[src/rtl/ssc_pkg.sv]
// Shared definitions for the serial stream generator: FSM state encoding
// and the odd-parity helper used when the parity bit is enabled.
package ssc_pkg;

  typedef enum logic [1:0] {
    ST_IDLE  = 2'd0,
    ST_SHIFT = 2'd1,
    ST_PAR   = 2'd2,
    ST_GAP   = 2'd3
  } ssc_state_e;

  // Odd parity over a frame zero-extended to 64 bits (zero-extension does not
  // change the XOR reduction, so any FRAME_W up to 64 can use it).
  function automatic logic odd_parity(input logic [63:0] v);
    return ~^v;
  endfunction

endpackage

[src/rtl/ssc_bit_timer.sv]
// Bit-period divider for the serial stream generator. Counts 0..CLK_DIV-1
// while enabled, wraps on tick, and reports the last and next-to-last count
// plus whether the next count lies in the upper half of the bit period.
module ssc_bit_timer #(
  parameter int CLK_DIV = 4
) (
  input  logic clk_main,
  input  logic rst_n,
  input  logic clr,
  input  logic en,
  output logic tick,
  output logic pre_tick,
  output logic half_next
);

  localparam int DIV_W = (CLK_DIV > 1) ? $clog2(CLK_DIV) : 1;

  logic [DIV_W-1:0] count_q;
  logic [DIV_W-1:0] count_d;

  // Next count and decoded tick / half-period flags.
  always_comb begin
    tick     = (count_q == DIV_W'(CLK_DIV - 1));
    pre_tick = (count_q == DIV_W'(CLK_DIV - 2));
    if (clr || !en || tick) begin
      count_d = '0;
    end else begin
      count_d = count_q + DIV_W'(1);
    end
    half_next = (count_d >= DIV_W'(CLK_DIV / 2));
  end

  // Divider register.
  always_ff @(posedge clk_main or negedge rst_n) begin
    if (!rst_n) begin
      count_q <= '0;
    end else begin
      count_q <= count_d;
    end
  end

endmodule

[src/rtl/ssc_stream_gen.sv]
// Serial stream generator: serialises FRAME_W-bit frames MSB first, one bit
// per CLK_DIV cycles, with a mid-bit rising serial clock and an idle gap of
// GAP_BITS bit periods between frames.
// Optional feature: define SSC_STREAM_PARITY_EN to append an odd-parity bit.
module ssc_stream_gen
  import ssc_pkg::*;
#(
  parameter int CLK_DIV  = 4,
  parameter int FRAME_W  = 8,
  parameter int GAP_BITS = 2
) (
  input  logic               clk_main,
  input  logic               rst_n,
  input  logic [FRAME_W-1:0] frame_in,
  input  logic               frame_valid,
  output logic               frame_ready,
  output logic               data_out,
  output logic               bit_strobe,
  output logic               clk_out,
  output logic               busy
);

  localparam int BIT_W = $clog2(FRAME_W + 1);
  localparam int GAP_W = (GAP_BITS > 0) ? $clog2(GAP_BITS + 1) : 1;

  ssc_state_e         state_q, state_d;
  logic [FRAME_W-1:0] shreg_q, shreg_d;
  logic [BIT_W-1:0]   bit_cnt_q, bit_cnt_d;
  logic [GAP_W-1:0]   gap_cnt_q, gap_cnt_d;
  logic               data_out_q, data_out_d;
  logic               bit_strobe_q, bit_strobe_d;
  logic               clk_out_q, clk_out_d;
`ifdef SSC_STREAM_PARITY_EN
  logic               parity_q, parity_d;
`endif

  logic accept;
  logic frame_done;
  logic tick;
  logic pre_tick;
  logic half_next;

  assign accept      = (state_q == ST_IDLE) && frame_valid;
  assign frame_ready = (state_q == ST_IDLE);
  assign busy        = (state_q != ST_IDLE);
  assign data_out    = data_out_q;
  assign bit_strobe  = bit_strobe_q;
  assign clk_out     = clk_out_q;

  ssc_bit_timer #(
    .CLK_DIV (CLK_DIV)
  ) u_timer (
    .clk_main  (clk_main),
    .rst_n     (rst_n),
    .clr       (accept),
    .en        (busy),
    .tick      (tick),
    .pre_tick  (pre_tick),
    .half_next (half_next)
  );

  // Next-state, shift datapath and registered output values.
  always_comb begin
    state_d      = state_q;
    shreg_d      = shreg_q;
    bit_cnt_d    = bit_cnt_q;
    gap_cnt_d    = gap_cnt_q;
    data_out_d   = data_out_q;
    bit_strobe_d = 1'b0;
    frame_done   = 1'b0;
`ifdef SSC_STREAM_PARITY_EN
    parity_d     = parity_q;
`endif

    case (state_q)
      ST_IDLE: begin
        data_out_d = 1'b0;
        if (accept) begin
          shreg_d      = frame_in;
          data_out_d   = frame_in[FRAME_W-1];
          bit_strobe_d = 1'b1;
          bit_cnt_d    = BIT_W'(FRAME_W - 1);
          state_d      = ST_SHIFT;
`ifdef SSC_STREAM_PARITY_EN
          parity_d     = odd_parity(64'(frame_in));
`endif
        end
      end
      ST_SHIFT: begin
        if (tick) begin
          if (bit_cnt_q != '0) begin
            shreg_d      = shreg_q << 1;
            data_out_d   = shreg_d[FRAME_W-1];
            bit_strobe_d = 1'b1;
            bit_cnt_d    = bit_cnt_q - BIT_W'(1);
          end else begin
`ifdef SSC_STREAM_PARITY_EN
            data_out_d   = parity_q;
            bit_strobe_d = 1'b1;
            state_d      = ST_PAR;
`else
            frame_done   = 1'b1;
`endif
          end
        end
      end
      ST_PAR: begin
        if (tick) begin
          frame_done = 1'b1;
        end
      end
      ST_GAP: begin
        // Leave one cycle before the last gap bit ends: the single IDLE
        // cycle completes the gap, so back-to-back frames see exactly
        // GAP_BITS*CLK_DIV zero cycles between them.
        if (pre_tick && (gap_cnt_q == GAP_W'(GAP_BITS - 1))) begin
          state_d = ST_IDLE;
        end else if (tick) begin
          gap_cnt_d = gap_cnt_q + GAP_W'(1);
        end
      end
      default: begin
        state_d = ST_IDLE;
      end
    endcase

    if (frame_done) begin
      data_out_d = 1'b0;
      if (GAP_BITS == 0) begin
        state_d = ST_IDLE;
      end else begin
        state_d   = ST_GAP;
        gap_cnt_d = '0;
      end
    end

    clk_out_d = ((state_d == ST_SHIFT) || (state_d == ST_PAR)) && half_next;
  end

  // State and output registers; reset aborts any partial frame.
  always_ff @(posedge clk_main or negedge rst_n) begin
    if (!rst_n) begin
      state_q      <= ST_IDLE;
      shreg_q      <= '0;
      bit_cnt_q    <= '0;
      gap_cnt_q    <= '0;
      data_out_q   <= 1'b0;
      bit_strobe_q <= 1'b0;
      clk_out_q    <= 1'b0;
`ifdef SSC_STREAM_PARITY_EN
      parity_q     <= 1'b0;
`endif
    end else begin
      state_q      <= state_d;
      shreg_q      <= shreg_d;
      bit_cnt_q    <= bit_cnt_d;
      gap_cnt_q    <= gap_cnt_d;
      data_out_q   <= data_out_d;
      bit_strobe_q <= bit_strobe_d;
      clk_out_q    <= clk_out_d;
`ifdef SSC_STREAM_PARITY_EN
      parity_q     <= parity_d;
`endif
    end
  end

endmodule

[config.mk]
export PLATFORM = sky130hd
export DESIGN_NAME = ssc_stream_gen
export DESIGN_NICKNAME = d
export VERILOG_FILES = /design/src/rtl/ssc_pkg.sv /design/src/rtl/ssc_bit_timer.sv /design/src/rtl/ssc_stream_gen.sv
export SDC_FILE = /design/constraint.sdc
export NUM_CORES = 1
export LEC_CHECK = 0
export ABC_AREA = 1
export CORE_ASPECT_RATIO = 0.75
export CORE_MARGIN = 2
export CORE_UTILIZATION = 48
export DETAILED_ROUTE_END_ITERATION = 7
export HOLD_SLACK_MARGIN = 0.12
export PLACE_DENSITY = 0.86
export SLEW_MARGIN = 20
export SYNTH_ARGS = -nofsm -noshare
export SYNTH_HDL_FRONTEND = slang
export SYNTH_SLANG_ARGS = --single-unit
[constraint.sdc]
create_clock -name clk_main -period 1.3 [get_ports clk_main]
set_input_delay 0.195 -clock clk_main [delete_from_list [all_inputs] [get_ports clk_main]]
set_output_delay 0.195 -clock clk_main [all_outputs]
set_load 0.005 [all_outputs]
==> flow_metrics.py <==
# Auto-generated metrics
metrics = {
    "critical_path": {
        "worstSetupStartpoint": "state_q[1]",
        "r2r_slack_ns": -0.35,
        "r2r_start": "state_q[1]",
        "reg2reg_depth": 9,
        "r2r_end": "bit_cnt_q[1]",
        "worst_setup_path_start_kind": "flip-flop",
        "path_class": "reg2reg",
        "cp_max_fo": 5,
        "worstPathRequired_ns": 1.53,
    },
    "power": {
        "p_leak_nw": 0.9457,
        "peakVddDrop_uv": 1550,
    },
    "clock_network": {
        "clock-sinks": 20,
        "clk_pin_slew_ns": 0.13,
        "cts_tree": "yes",
        "clk_latency_ns": 0.33,
        "root_buffer": "clkbuf_4",
        "htree_levels": 1,
    },
    "die": {
        "die_w_um": 60.33,
        "initCoreUtil_pct": 50.30,
        "die_h_um": 46.25,
        "dieArea_um2": 2790,
        "io_pins": 16,
    },
    "synth": {
        "flop_cell": "dfrtp_1",
        "yosys_cells": 127,
        "fp_nets": 147,
        "edf_count": 0,
        "yosysSeqAreaShare_pct": 43.81,
        "simple_gate_area_share_pct": 17.52,
        "synth.distinct_cells": 22,
        "top_cell": "nand2_1",
        "top_cells_by_count": "nand2_1, dfrtp_1, inv_1, ha_1, o21ai_0",
        "top_cells_by_area": "dfrtp_1, ha_1, nand2_1",
        "postSynthAreaPerCell_um2": 8.995,
        "synth_cells": 127,
        "mux_area_share_pct": 5.257,
        "yosys.area_share.aoi_pct": 13.58,
        "synthXorXnorAreaFrac_pct": 0.7667,
        "async_reset_ff_share_pct": 100.0,
        "yosysTopAreaCell": "dfrtp_1",
        "ys_seq_elements": 20,
    },
    "grt": {
        "grt_pass1_wl_mm": 5.451,
        "antenna_found_initial": 0,
        "grt_max_degree": 21,
        "grtUsageTotal_pct": 28.80,
        "first_global_vias": 1184,
    },
    "final_timing": {
        "fin_ws_ns": -0.3525,
        "worst_slew_pin_slew_ns": 0.3218,
        "hold_viol_final": 0,
        "slew_violations": 0,
        "finalSetupViolations": 21,
        "rsz0062_at_grt": "true",
        "fin_skew_ns": 0.01473,
        "slew_headroom_pct": 78.32,
        "hold_ws_ns": 0.1878,
        "fin_crit_sh_pct": 127.1,
        "final.min_clock_period_ns": 1.653,
    },
    "placed_design": {
        "routabilityCongestion": 0.7694,
        "io_buffer_count": 15,
        "hpwl_mm": 1.964,
        "dp_slack_ns": -0.1838,
    },
    "route": {
        "num_vias": 1213,
        "routedWlPerCell_um": 20.35,
        "ant_nets": 0,
        "drc": 0,
        "avgViaCountPerCell": 5.590,
        "routed_wl_mm": 4.415,
        "drt-pass1-iter-count": 5,
    },
    "run_status": {
        "violations": "setup timing",
        "status": "finished with violations",
    },
    "final_layout": {
        "drive_gt1_share_pct": 51.91,
        "nets": 204,
        "area.growth.synth_to_final_pct": 70.97,
        "fillers": 96,
    },
    "run": {
        "warnings": 34,
        "max_cap_viol_count": 0,
    },
    "worst_hold_path": {
        "hp-class": "in2async",
    },
}
[sequential cells by signal, summed over array words and instances (netlist names)]
name             flops
bit_strobe           1
shreg_q              7
data_out             1
bit_cnt_q            4
state_q              2
gap_cnt_q            2
clk_out              1
u_timer.count_q      2
[worst max-delay path, stage by stage (launching register included)]
cell and delay, ns:
dfrtp_1 0.43, inv_2 0.12, buf_6 0.11, ha_4 0.17, inv_6 0.06, o21ai_4 0.15
nand3_4 0.15, buf_6 0.17, nor3_4 0.17, a21oi_2 0.04
[logic make-up (layout without fill, tap and decap cells)]
| kind of cell | after synthesis | in the layout |
|---|---|---|
| multiplexers | 6 | 6 |
| AND-OR/OR-AND | 24 | 24 |
| flip-flops | 20 | 20 |
| buffers and inverters | 23 | 79 |
| XOR/XNOR | 1 | 1 |
| adder cells (fa/ha/maj) | 9 | 9 |
| AND/OR/NAND/NOR | 44 | 44 |
[power by group]
group | internal [mW] | switching [mW] | total [mW]
combinational | 1.55 | 1.48 | 3.04
clock | 0.172 | 0.223 | 0.394
sequential | 0.840 | 0.201 | 1.04
total | 2.56 | 1.91 | 4.47
[cell usage in the layout, fill, tap and decap left out, drive strengths merged, types with 5 or more instances in the layout]
cell,n
ha,9
clkdlybuf4s50,10
buf,41
inv,20
mux2i,6
dfrtp,20
nor2,5
nand2,26
clkbuf,5
o21ai,18
nand3,8
[stage by stage]
stage / util [%] / TNS (ns) / area, um2
floorplan: - / -0.3050 / 1182
global placement: 66.50 / -1.203 / 1510
detailed placement: 66.50 / -2.238 / 1510
CTS: 76.91 / -2.894 / 1747
global route: 86.01 / -6.161 / 1953
finish: 86.01 / -4.985 / 1953
[layout make-up]
type | count | area, um2 | share of cell area (%)
clock buffer | 4 | 36.28 | 1.858
inverter | 20 | 82.58 | 4.228
multi-input combinational | 84 | 767.0 | 39.27
sequential | 20 | 500.5 | 25.62
tap | 34 | 42.54 | 2.178
timing repair buffer | 55 | 524.3 | 26.84
[per-layer routing]
layer,wire length [um],up-vias,GRT usage [%],share of wire [%]
met5,0,-,0,0
met4,179,0,24.89,4.1
met3,313,20,6.742,7.1
met2,2072,79,45.43,47
met1,1851,593,33.16,42
li1,-,521,-,-
[worst max path at each step]
stage	cells after the start	slack, ns	endpoint
global placement	4	-0.11	busy
finish	9	-0.35	bit_cnt_q[1]
CTS	9	-0.22	bit_cnt_q[2]
detailed placement	7	-0.18	bit_cnt_q[0]
floorplan	8	-0.06	bit_cnt_q[1]
global route	9	-0.41	bit_cnt_q[1]
[what timing repair did]
item                       in CTS  in global routing
setup buffers                  12                  8
pin swaps                      12                  5
cloned                          0                  1
gates resized                  48                 33
hold buffers                    0                  0
setup endpoints to repair      21                 22
### Placed standard cells

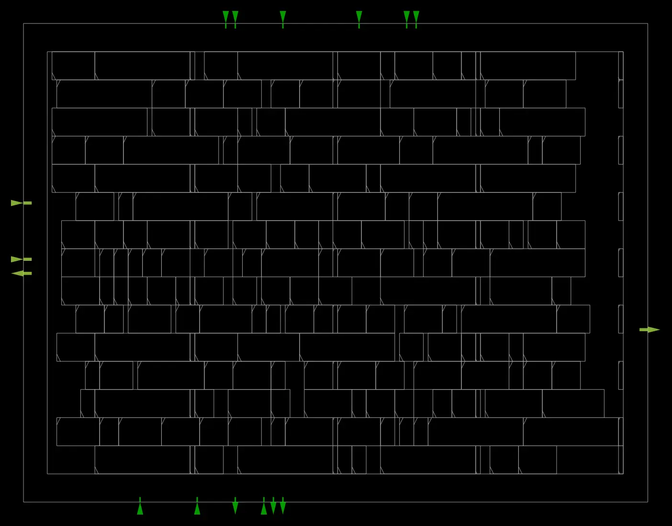
# rows: 15
core region area: 2271 um2
Final Core Density: 86.01%

### Drive-strength map

Drawn at 8 px/um.
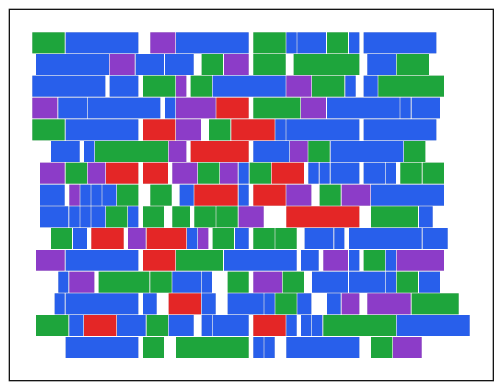
| size | color | cells | share | most used |
|---|---|---|---|---|
| x3 and x4 | green | 50 | 27% | buf_4 |
| x1 and smaller | blue | 88 | 48% | dfrtp_1 |
| x2 | purple | 29 | 16% | o21ai_2 |
| x6 and larger | red | 16 | 8.7% | buf_6 |

### Metal layers overlaid

Drawn at 8 px/um. Two of the layers only.
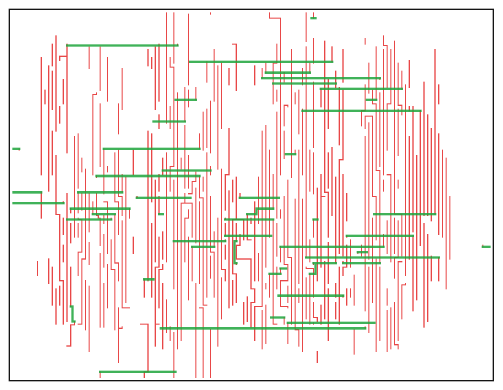
| layer | color | wire length |
|---|---|---|
| M3 | green | 313 um |
| M2 | red | 2070 um |

Power and IR drop assume default switching activity.
